`src/rtl/match_game_fsm_if.sv`:
```
// Pick channel between the key decoder and the tile-matching controller.
// The decoder offers a one-cycle sel_valid strobe with sel_idx; there is no backpressure.
interface match_game_fsm_if #(
    parameter int IDX_W = 6
);
    // valid/ready contract: sel_valid is a single-cycle offer qualified by sel_idx.
    // A refused offer in PICK1/PICK2 is answered by sel_reject high for the following cycle.
    // Accepted offers, and any offer made outside PICK1/PICK2, produce no response.
    logic             sel_valid;
    logic [IDX_W-1:0] sel_idx;
    logic             sel_reject;

    modport master (output sel_valid, output sel_idx, input sel_reject);
    modport slave  (input sel_valid, input sel_idx, output sel_reject);
endinterface

```
`src/rtl/match_game_fsm.sv`:
```
// Tile-matching game controller: first/second picks, timed lockout and reveal,
// matched mask, move counting, and win/loss detection.
module match_game_fsm #(
    parameter int NUM_TILES  = 16,
    parameter int IDX_W      = 6,
    parameter int COLOR_W    = 3,
    parameter int LOCK_CYC   = 25000000,
    parameter int SHOW_CYC   = 100000000,
    parameter int SCORE_W    = 8,
    parameter int MOVE_LIMIT = 0
) (
    input  logic                         CLOCK_50,
    input  logic                         userquit,
    input  logic                         game_on,
    match_game_fsm_if.slave              pick,
    input  logic [NUM_TILES*COLOR_W-1:0] tile_colors,
    output logic [NUM_TILES-1:0]         matched,
    output logic [NUM_TILES-1:0]         revealed,
    output logic [IDX_W-1:0]             first_idx,
    output logic [IDX_W-1:0]             second_idx,
    output logic [COLOR_W-1:0]           first_color,
    output logic [COLOR_W-1:0]           second_color,
    output logic [SCORE_W-1:0]           moves,
    output logic [IDX_W-1:0]             pairs_left,
    output logic                         match_pulse,
    output logic                         mismatch_pulse,
    output logic                         game_over,
    output logic                         game_won,
    output logic [2:0]                   state
);
    typedef enum logic [2:0] {
        S_PICK1   = 3'd0,
        S_PICK2   = 3'd1,
        S_ARM     = 3'd2,
        S_SHOW    = 3'd3,
        S_OVER    = 3'd4,
        S_IDLE    = 3'd5,
        S_COMPARE = 3'd6
    } state_t;

    localparam int MAX_CYC = (LOCK_CYC > SHOW_CYC) ? LOCK_CYC : SHOW_CYC;
    localparam int CNT_W   = (MAX_CYC > 1) ? $clog2(MAX_CYC) : 1;
    localparam logic [CNT_W-1:0] LOCK_LAST  = CNT_W'(LOCK_CYC - 1);
    localparam logic [CNT_W-1:0] SHOW_LAST  = CNT_W'(SHOW_CYC - 1);
    localparam logic [IDX_W-1:0] PAIRS_INIT = IDX_W'(NUM_TILES / 2);
    localparam logic [NUM_TILES-1:0] ONE    = NUM_TILES'(1);

    state_t               st;
    logic [CNT_W-1:0]     cnt;
    logic                 first_held;
    logic                 second_held;
    logic [NUM_TILES-1:0] pick_oh;
    logic [NUM_TILES-1:0] first_oh;
    logic [NUM_TILES-1:0] second_oh;
    logic [COLOR_W-1:0]   pick_color;
    logic                 pick_in_range;
    logic                 pick_ok;

    // Shifting a one-hot keeps out-of-range indices harmless (they shift to zero).
    assign pick_oh       = ONE << pick.sel_idx;
    assign pick_in_range = ({1'b0, pick.sel_idx} < (IDX_W + 1)'(NUM_TILES));
    assign pick_ok       = pick_in_range && ((pick_oh & matched) == '0);
    assign first_oh      = first_held  ? (ONE << first_idx)  : '0;
    assign second_oh     = second_held ? (ONE << second_idx) : '0;
    assign revealed      = matched | first_oh | second_oh;
    assign state         = st;

    always_comb begin
        pick_color = '0;
        for (int i = 0; i < NUM_TILES; i++) begin
            if (pick.sel_idx == IDX_W'(i)) pick_color = tile_colors[i*COLOR_W +: COLOR_W];
        end
    end

    always_ff @(posedge CLOCK_50 or posedge userquit) begin
        if (userquit) begin
            st              <= S_IDLE;
            cnt             <= '0;
            matched         <= '0;
            first_idx       <= '0;
            second_idx      <= '0;
            first_color     <= '0;
            second_color    <= '0;
            first_held      <= 1'b0;
            second_held     <= 1'b0;
            moves           <= '0;
            pairs_left      <= PAIRS_INIT;
            match_pulse     <= 1'b0;
            mismatch_pulse  <= 1'b0;
            pick.sel_reject <= 1'b0;
            game_over       <= 1'b0;
            game_won        <= 1'b0;
        end else begin
            match_pulse     <= 1'b0;
            mismatch_pulse  <= 1'b0;
            pick.sel_reject <= 1'b0;
            // Dropping game_on beats any pick or timer expiry in the same cycle.
            if (st == S_IDLE || !game_on) begin
                st           <= game_on ? S_PICK1 : S_IDLE;
                cnt          <= '0;
                matched      <= '0;
                first_idx    <= '0;
                second_idx   <= '0;
                first_color  <= '0;
                second_color <= '0;
                first_held   <= 1'b0;
                second_held  <= 1'b0;
                moves        <= '0;
                pairs_left   <= PAIRS_INIT;
                game_over    <= 1'b0;
                game_won     <= 1'b0;
            end else begin
                case (st)
                    S_PICK1: begin
                        if (pick.sel_valid) begin
                            if (pick_ok) begin
                                first_idx   <= pick.sel_idx;
                                first_color <= pick_color;
                                first_held  <= 1'b1;
                                cnt         <= '0;
                                st          <= S_ARM;
                            end else begin
                                pick.sel_reject <= 1'b1;
                            end
                        end
                    end
                    S_ARM: begin
                        if (cnt == LOCK_LAST) st <= S_PICK2;
                        else                  cnt <= cnt + 1'b1;
                    end
                    S_PICK2: begin
                        if (pick.sel_valid) begin
                            if (pick_ok && (pick.sel_idx != first_idx)) begin
                                second_idx   <= pick.sel_idx;
                                second_color <= pick_color;
                                second_held  <= 1'b1;
                                st           <= S_COMPARE;
                            end else begin
                                pick.sel_reject <= 1'b1;
                            end
                        end
                    end
                    S_COMPARE: begin
                        if (moves != '1) moves <= moves + 1'b1;
                        if (first_color == second_color) begin
                            matched     <= matched | first_oh | second_oh;
                            pairs_left  <= pairs_left - 1'b1;
                            match_pulse <= 1'b1;
                        end else begin
                            mismatch_pulse <= 1'b1;
                        end
                        cnt <= '0;
                        st  <= S_SHOW;
                    end
                    S_SHOW: begin
                        if (cnt == SHOW_LAST) begin
                            first_idx    <= '0;
                            second_idx   <= '0;
                            first_color  <= '0;
                            second_color <= '0;
                            first_held   <= 1'b0;
                            second_held  <= 1'b0;
                            if (pairs_left == '0) begin
                                st        <= S_OVER;
                                game_over <= 1'b1;
                                game_won  <= 1'b1;
                            end else if (MOVE_LIMIT != 0 && int'(moves) >= MOVE_LIMIT) begin
                                st        <= S_OVER;
                                game_over <= 1'b1;
                                game_won  <= 1'b0;
                            end else begin
                                st <= S_PICK1;
                            end
                        end else begin
                            cnt <= cnt + 1'b1;
                        end
                    end
                    S_OVER: begin
                        st <= S_OVER;
                    end
                    default: st <= S_IDLE;
                endcase
            end
        end
    end
endmodule

```
`src/flat_wrapper.sv`:
```
// flat-port wrapper written by rule: the top's interface ports become plain ports
module match_game_fsm_flat 
#(
    parameter int NUM_TILES  = 16,
    parameter int IDX_W      = 6,
    parameter int COLOR_W    = 3,
    parameter int LOCK_CYC   = 25000000,
    parameter int SHOW_CYC   = 100000000,
    parameter int SCORE_W    = 8,
    parameter int MOVE_LIMIT = 0
)
  (CLOCK_50, userquit, game_on, tile_colors, matched, revealed, first_idx, second_idx, first_color, second_color, moves, pairs_left, match_pulse, mismatch_pulse, game_over, game_won, state, pick_sel_valid, pick_sel_idx, pick_sel_reject);
  match_game_fsm_if #(.IDX_W(IDX_W)) pick_i ();
  input  logic CLOCK_50;
  input  logic userquit;
  input  logic game_on;
  input  logic [NUM_TILES*COLOR_W-1:0] tile_colors;
  output logic [NUM_TILES-1:0] matched;
  output logic [NUM_TILES-1:0] revealed;
  output logic [IDX_W-1:0] first_idx;
  output logic [IDX_W-1:0] second_idx;
  output logic [COLOR_W-1:0] first_color;
  output logic [COLOR_W-1:0] second_color;
  output logic [SCORE_W-1:0] moves;
  output logic [IDX_W-1:0] pairs_left;
  output logic match_pulse;
  output logic mismatch_pulse;
  output logic game_over;
  output logic game_won;
  output logic [2:0] state;
  input wire logic [$bits(pick_i.sel_valid)-1:0] pick_sel_valid;
  input wire logic [$bits(pick_i.sel_idx)-1:0] pick_sel_idx;
  output wire logic [$bits(pick_i.sel_reject)-1:0] pick_sel_reject;
  assign pick_i.sel_valid = pick_sel_valid;
  assign pick_i.sel_idx = pick_sel_idx;
  assign pick_sel_reject = pick_i.sel_reject;
  match_game_fsm #(.NUM_TILES(NUM_TILES), .IDX_W(IDX_W), .COLOR_W(COLOR_W), .LOCK_CYC(LOCK_CYC), .SHOW_CYC(SHOW_CYC), .SCORE_W(SCORE_W), .MOVE_LIMIT(MOVE_LIMIT)) u_core (.CLOCK_50(CLOCK_50), .userquit(userquit), .game_on(game_on), .pick(pick_i), .tile_colors(tile_colors), .matched(matched), .revealed(revealed), .first_idx(first_idx), .second_idx(second_idx), .first_color(first_color), .second_color(second_color), .moves(moves), .pairs_left(pairs_left), .match_pulse(match_pulse), .mismatch_pulse(mismatch_pulse), .game_over(game_over), .game_won(game_won), .state(state));
endmodule
```
`config.mk`:
```
export PLATFORM = sky130hd
export DESIGN_NAME = match_game_fsm_flat
export DESIGN_NICKNAME = d
export VERILOG_FILES = /design/src/rtl/match_game_fsm_if.sv /design/src/rtl/match_game_fsm.sv /design/src/flat_wrapper.sv
export SDC_FILE = /design/constraint.sdc
export NUM_CORES = 1
export LEC_CHECK = 0
export ABC_AREA = 1
export CORE_UTILIZATION = 25
export DETAILED_ROUTE_END_ITERATION = 10
export MAX_ROUTING_LAYER = met4
export PLACE_DENSITY = 0.52
export SLEW_MARGIN = 20
export SYNTH_ARGS = -nofsm -noshare
export SYNTH_HDL_FRONTEND = slang
export SYNTH_SLANG_ARGS = --single-unit
```
`constraint.sdc`:
```
create_clock -name CLOCK_50 -period 2.95 [get_ports CLOCK_50]
set_input_delay 0.885 -clock CLOCK_50 [delete_from_list [all_inputs] [get_ports CLOCK_50]]
set_output_delay 0.885 -clock CLOCK_50 [all_outputs]
set_load 0.1 [all_outputs]
```
Fig. 1: clock wires, drivers and flops
Bar = 50 um.
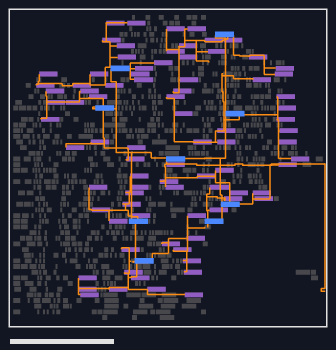
flip-flops -> purple  # count 84
clock drivers -> blue  # count 9
clock wires -> orange  # length 1,380 um
flops lie = spread over the die

==> summary.txt <==
Figures from the flow reports.

CTS:
- The run gives the clock tree from TritonCTS as built.
- The run gives the cell resize tally after clock tree synthesis as 2.
- The run puts the clock network latency to the later pin of the worst-skew pair at 360 ps.
- The run puts the number of buffers on the longest clock path at 2.
- After clock tree synthesis, the flow added hold-fix buffers numbering 0.
- The clock tree has to reach ~84 sinks.
- Per the CTS log, the maximum H-tree level is 3.
- The run puts the post-CTS setup repair buffer count at 0.
- The run gives the clock-pin slew of the registers on the worst-case setup and hold paths as about 60 ps.

Power and ir drop:
- The run gives the share of total power consumed by net switching as 50.21%.
- The run puts the fraction of power consumed by combinational cells at ~55%.
- The run gives the total power after layout as about 5900 uW.
- The run gives the internal power consumption as 2933 uW.
- The run gives the leakage power total as 0.003626 uW.
- Of the total power, registers draw 24.6%.
- The run puts the net switching power of the design at slightly below 3000 uW.
- The clock network accounts for 20.1% of the total power.
- The run puts the highest ir drop seen on vdd at 0.4260 mV.
- The run gives the power per standard cell area as 727.4 nW/um^2.

Synth:
- The run puts the number of storage elements in the synthesis netlist at 84.
- The run gives the Yosys warning count as 0.
- The run puts the post-synthesis sequential area ratio at 37.53%.
- Post-synthesis, Yosys gives the total cell area as 5610 um^2.
- The synth_stat.txt file lists the number of cells as 802.
- The netlist uses 45 different library cells.
- The run gives the async set or reset register ratio after synthesis as 100.0%.
- For reference, the top cells by area after synthesis are sky130_fd_sc_hd__dfrtp_1 (36%), sky130_fd_sc_hd__nand2_1 (13%), sky130_fd_sc_hd__nor2_1 (7.4%), sky130_fd_sc_hd__inv_1 (7.0%), sky130_fd_sc_hd__o21ai_0 (4.1%).
- The run puts the cell area after synthesis at between 5000 and 6000 um^2.
- The run puts the number of nets in the synthesized netlist at 864.
- Looking at the cell usage after synthesis, the top flip-flop cell is sky130_fd_sc_hd__dfrtp_1.

Timing:
- The worst path uses 97.60% of the clock period.
- The final report lists the setup-violating endpoint count as 0.
- The run puts the worst setup margin at 70.75 ps.
- The run gives the worst hold slack across all endpoints as 499.7 ps.
- The run puts the worst slew margin relative to its limit at 50.93%.
- The highest clock rate this design can be run at is approximately 0.35 GHz.
- The clock period could shrink to between 2000 and 3000 ps.
- The run puts the slew at the pin with the worst max-slew slack at 732.1 ps.
- The run gives the final-report max-slew violation count as 0.
- The run gives the clock skew after layout as 12.79 ps.
- The final layout reports a setup TNS of 0 ps.
- Setup repair after global routing left no endpoint under its margin.
- The run puts the final hold violation count at 0.

Global routing:
- The via count of the first global-routing pass was 5,940.
- The run gives the total global-route track usage as 17.93%.
- The run puts the global-route congestion overflow total at 0.
- The run gives the largest net degree at the start of global routing as 85.
- The run gives the initial antenna violation count as 0.

Place:
- The run puts the number of buffers inserted by port buffering at 129.
- The run puts the placed standard-cell area at 7754 um^2.
- The run puts the total instance count after detailed placement at between 1,000 and 1,500.
- The run puts the post-DP HPWL at 15,690 um.

Flow run:
- The logs give a warning total of 28.
- The tool flagged a number of max-cap violations equal to 0.

Outcome:
- The flow ran to the end, and the final reports show no timing, DRC or antenna violations.

Floorplanning:
- The run gives the die outline area as 23,040 um^2.
- The run gives the height of the die as ~150 um.
- The run gives the top-level I/O count as 130.

Worst hold path:
- The run puts the cell depth of the worst min-delay path at 2.
- The run gives the end point of the worst hold path as u_core.pairs_left[3].
- The run gives the startpoint of the tightest hold check path as u_core.pairs_left[3].
- In this run the worst hold path is classified as flip-flop to flip-flop.

Setup path:
- On the critical path the largest part of the delay comes from simple AND/OR/NAND/NOR gates.
- The run puts the data required time at the worst endpoint at a little over 2000 ps.
- The run puts the largest fanout on the critical path at 8.
- Setup slack on the worst reg-to-reg path comes out at 680 ps.
- The run gives the category of the critical setup timing path as flip-flop to output pin.
- The arrival time of data at the worst endpoint is listed as 1990 ps.
- STA classifies the critical path startpoint as a flip-flop.
- The run gives the largest stage delay on the critical path as 570 ps.

Layout:
- The top cell types in the final layout, fill and taps aside, are sky130_fd_sc_hd__nand2_1 (189), sky130_fd_sc_hd__buf_4 (118), sky130_fd_sc_hd__nor2_1 (107).
- The filler cells instantiated in the layout total 2,367.
- The number of antenna diodes in the final layout is 0.
- The run gives the area of the multi-input gates as 3022 um^2.
- The run puts the sequential cell area at 2106 um^2.
- According to the finish report, the design has a final net count of 1,054.
- The run puts the area added between synthesis and finish at 44.31%.
- Per the final layout report, the fraction of cells sized above drive strength 1 comes to 22.57%.
- The run gives the final instance area as 8097 um^2.

Route:
- The run puts the tally of nets with antenna violations remaining after routing at 0.
- The detailed router placed around 6,000 vias in this run.
- The run gives the number of DRC markers in iteration 0 as 389.
- The run puts the number of vias per cell after detailed routing at 4.682.
- Before antenna repair, the detailed router went through 5 iterations.
- The DRC violation total left in the routed layout is recorded as 0.
- The run puts the total wirelength of the detailed-routed design at 19,650 um.
Fig. 2: signal wires on met2
Cells faint in the background.
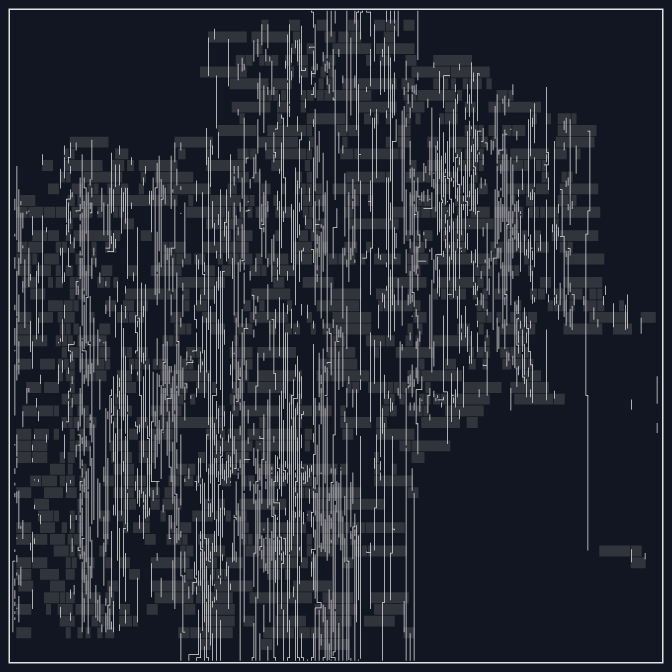
share of all routed wire = 49%
main direction = vertical
longest straight run = 51.7 um
wire length on this layer = 9,560 um

[routing by layer]
metal	wire length, um	vias up	GRT usage (%)
met4	403	0	6.571
met1	8742	2768	21.98
met2	9564	161	29.18
met5	0	-	-
met3	937	26	3.480
li1	-	3024	-
[area by class of cell]
type                       instances  area share [%]
timing repair buffer             196           23.27
clock inverter                     5          0.7418
clock buffer                      11           2.998
tap                              280           4.327
sequential                        84           26.01
inverter                         114           5.331
multi-input combinational        587           37.32
[flip-flops by register name (all words and copies together), names as in the netlist]
register,count
u_core.first_idx,6
u_core.second_color,3
u_core.first_color,3
u_core.moves,8
u_core.game_over,1
u_core.pick.sel_reject,1
u_core.mismatch_pulse,1
u_core.cnt,27
u_core.matched,16
u_core.pairs_left,6
u_core.first_held,1
u_core.state,3
u_core.second_idx,6
u_core.second_held,1
u_core.match_pulse,1
[power groups by stage]
stage	clock (uW)	sequential (uW)	combinational, uW
after CTS	1210	1450	3280
after floorplan	0	2160	1430
final	1180	1450	3260
after global routing	1260	1470	3470
after global placement	0	1470	3260
after detailed placement	0	1470	3260
[cells by family after synthesis]
kind of cell | Yosys count | share of synthesized area (%)
buffers and inverters | 131 | 9.545
DFF | 84 | 37.53
AOI/OAI and AO/OA | 119 | 13.54
and+or+nand+nor | 444 | 35.37
adders and majority gates | 4 | 0.8921
xor gates and xnor gates | 20 | 3.122
[worst max path at each step]
stage	startpoint	end	slack [ps]	depth (start not counted)
detailed placement	pick_sel_idx[1]	u_core.second_color[0]	-320	17
finish	u_core.first_idx[3]	revealed[14]	70	4
CTS	pick_sel_idx[1]	u_core.first_color[0]	60	17
global route	u_core.first_idx[3]	revealed[14]	20	4
floorplan	u_core.first_idx[3]	revealed[11]	-130	3
global placement	pick_sel_idx[1]	u_core.second_color[0]	-280	17
Power and IR drop assume default switching activity.
